**Met2 routing**

Cells faint in the background.
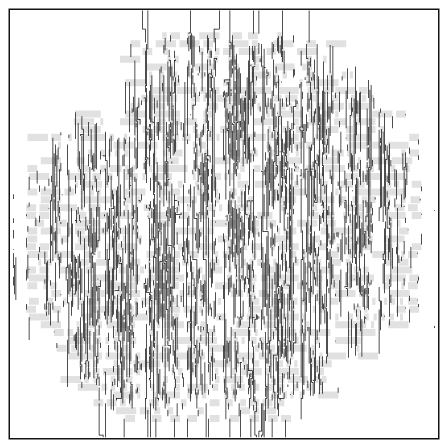
**Sequential cells grouped by signal name**

Other sequential cells in the stronger grey, the rest of the logic in the fainter grey.
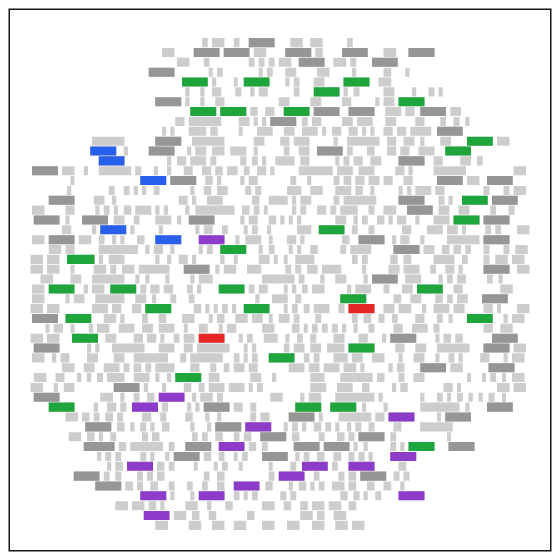
**Selected gate families**

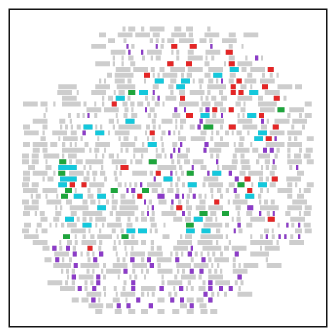
**Routing congestion map**

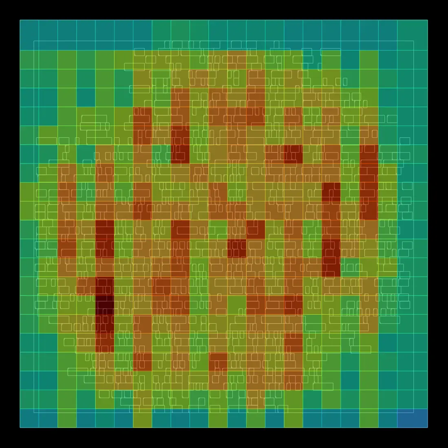
==> config.mk <==
export PLATFORM = sky130hd
export DESIGN_NAME = cuadrado_16
export DESIGN_NICKNAME = d
export VERILOG_FILES = /design/src/rtl/cuadrado_16.sv
export SDC_FILE = /design/constraint.sdc
export NUM_CORES = 1
export LEC_CHECK = 0
export CELL_PAD_IN_SITES_DETAIL_PLACEMENT = 1
export CELL_PAD_IN_SITES_GLOBAL_PLACEMENT = 2
export CORE_MARGIN = 5
export CORE_UTILIZATION = 34
export CTS_CLUSTER_DIAMETER = 50
export DETAILED_ROUTE_END_ITERATION = 12
export GPL_TIMING_DRIVEN = 0
export PLACE_DENSITY = 0.9
export SYNTH_ARGS = -nofsm -noshare
export SYNTH_HDL_FRONTEND = slang
export SYNTH_SLANG_ARGS = --single-unit
==> constraint.sdc <==
create_clock -name clk -period 2.8 [get_ports clk]
set_input_delay 0.42 -clock clk [delete_from_list [all_inputs] [get_ports clk]]
set_output_delay 0.42 -clock clk [all_outputs]
set_load 0.02 [all_outputs]
==> job_summary.md <==
## PnR job results

| Metric | Value |
|---|---|
| Rows | `50` |
| Hold depth | `2` |
| Cell taking the most area after synthesis | `dfxtp_1` |
| Post-DR wirelength/cell | `20.1 µm` |
| Startpoint types | `flip-flop` |
| Pwr/cell area | `between 600 and 700 mW/mm²` |
| Top logic family | `AND-OR/OR-AND gates` |
| Sequential power share | `0.365` |
| Slew headroom | `0.396` |
| Largest net degree at the start of global routing | `17` |
| Post-Place Cells | `1133` |
| Top post-synthesis cells by count | `dfxtp_1 (121), nor2_1 (117), a21oi_1 (87)` |
| Synthesized cell area | `between 0.006 and 0.007 mm²` |
| Count of tool warnings | `29` |
| RD Place Congestion | `between 0.8 and 0.9` |
| XOR/XNOR Area Share | `0.0386` |
| I/O Buffers | `67` |
| Worst Path Arrival | `3.11 ns` |
| P_comb | `0.000859 W` |
| Grt total ovfl | `0` |
| Clock power frac | `0.470` |
| Boundary Pins | `between 60 and 70` |
| Dominant logic cell types in the final layout | `dfxtp_1 (119), nor2_1 (117), a21oi_1 (87)` |
| Layout Nets | `962` |
| Fin Setup TNS | `0 ns` |
| Post-synthesis chip area from yosys | `0.00658 mm²` |
| Crit path capture type | `flip-flop` |
| Post-CTS Setup Inserts | `1` |
| Final Cycle Share | `0.996` |
| Max-area cell share | `0.368` |
| Peak Freq | `approximately 360 MHz` |
| P_leak | `approximately 3.3 nW` |
| R2r setup slk | `about 0.01 ns` |
| Avg Cell Area, Syn | `8.16 µm²` |
| Pwr Total | `0.00520 W` |
| R2R depth | `10` |
| Pre-CTS WS | `-0.329 ns` |
| Simple-gate portion of the synthesized area | `0.213` |
| Final setup fails | `0` |
| Flops after synth | `121` |
| Switching power total | `0.00149 W` |
| Setup CP Type | `reg -> reg` |
| Post-CTS resize count | `13` |
| Final Instance Area | `0.00836 mm²` |
| Final hold violation count | `0` |
| Yosys aoi share | `0.249` |
| Hold Path Class | `reg -> reg` |
| Final worst slack | `0.00996 ns` |
| Max cap viols | `0` |
| Layout area overhead | `27.2%` |
| Adder share | `0.0658` |
| Clk_lat worst skew | `0.43 ns` |
| Die Size | `0.0222 mm²` |
| Pint | `0.00370 W` |
| VDD IR-drop max | `0.435 mV` |
| Clk. pwr | `0.00244 W` |
| Clk buf depth | `2` |
| CTS buffer count | `17` |
| Netlist cell types | `62` |
| Gr usage total | `0.215` |
| Worst EP required | `3.12 ns` |
| N_diodes | `0` |
| Mapped Cells | `806` |
| Status | `finished, final reports clean` |
| Die width | `149 µm` |
| Vias/cell | `5.53` |
| Die H | `between 100 and 150 µm` |
| Core area | `0.0189 mm²` |
| Slew Limit Fails | `0` |
| Worst-path clk slew | `0.06 ns` |
| Cell with the most instances after synthesis | `dfxtp_1` |
| Post-synth seq share | `0.368` |
| HPWL after DPL | `about 17000 µm` |
| Ys Warns | `0` |
| Hold-fix buffers at CTS | `0` |
| Iteration tally of the first detailed-router pass | `8` |
| Placed cell area | `0.00757 mm²` |
| Share of layout cells above drive strength 1 | `0.0894` |
| Sinks on Clock Net | `121` |
| Hold Slack | `0.453 ns` |
| Synth area leaders | `dfxtp_1 (37%), nor2_1 (6.7%), a21oi_1 (6.6%)` |
| Ys flop type | `dfxtp_1` |
| Tmin final | `roughly 2.8 ns` |
| Combinational Power Share | `0.165` |
| Top power group | `the clock network` |
| Fillers | `2258` |
| TritonCTS clock tree | `built` |
| Root Buffer | `clkbuf_16` |
| Initial detailed-routing violation count | `approximately 450` |
| Number of global-route vias before repair | `6634` |
| Syn_nets | `~880` |
| Htree depth | `4` |
| Clock Skew | `roughly 0.0095 ns` |
| Routed Antenna Nets | `0` |
| Mux area share | `0.0264` |
| First-pass GRT wire length | `37100 µm` |
| Sw frac | `0.288` |
Back to the opening pictures, 'met2 routing':
nets with wire on the layer: 845
longest straight run: 68.0 µm
share of all routed wire: 47%
main direction: vertical
GR Util met2: 0.348
final wirelength: 23400 µm
total number of vias: 6452

Back to the opening pictures, 'sequential cells grouped by signal name':
legend:
  acc_q:
    colour: green
    sequential_cells: 32
  state_q:
    colour: red
    sequential_cells: 2
  cnt_q:
    colour: blue
    sequential_cells: 5
  b_q:
    colour: purple
    sequential_cells: 16
Seq group: 0.00190 W
fraction of area in registers: 0.290
register area: 0.00243 mm²

Back to the opening pictures, 'selected gate families':
legend:
  fa/ha/maj cells:
    colour: cyan
    cells: 34
    most_used: ha_1
  nand cells:
    colour: purple
    cells: 104
    most_used: nand2b_1
  non-inverting ao/oa cells:
    colour: red
    cells: 36
    most_used: a21o_1
  mux cells:
    colour: green
    cells: 17
    most_used: mux2i_1
Final Non-Filler Cells: 1166
Commonest Layout Cell: dfxtp_1
multi-input combinational area share: 0.483

Back to the opening pictures, 'routing congestion map':
GR met1 Demand/Resource: 0.293
final core utilization: 0.443

[metal layers]
layer	vias to the layer above	track usage	part of all wire
met1	3196	0.293	0.47
li1	3082	-	-
met5	-	0	0
met3	25	0.0438	0.051
met4	0	0.0540	0.014
met2	149	0.348	0.47
[final cells by class]
class,instances,area [µm²],area share
tap,260,325,0.0389
inverter,14,52.6,0.00628
buffer,51,198,0.0236
multi-input combinational,619,4040,0.483
timing repair buffer,69,686,0.0820
sequential,121,2430,0.290
clock buffer,20,467,0.0558
clock inverter,12,171,0.0205
[critical path, stage by stage (launching register included)]
cell	delay (ns)
dfxtp_4	0.36
ha_4	0.17
fa_2	0.35
a21o_1	0.21
a221oi_4	0.36
a211o_1	0.24
a311oi_2	0.12
or3_1	0.39
a21oi_2	0.19
xnor2_2	0.09
a22o_1	0.21
No activity file was given, so power comes from the tool's default toggle rates.
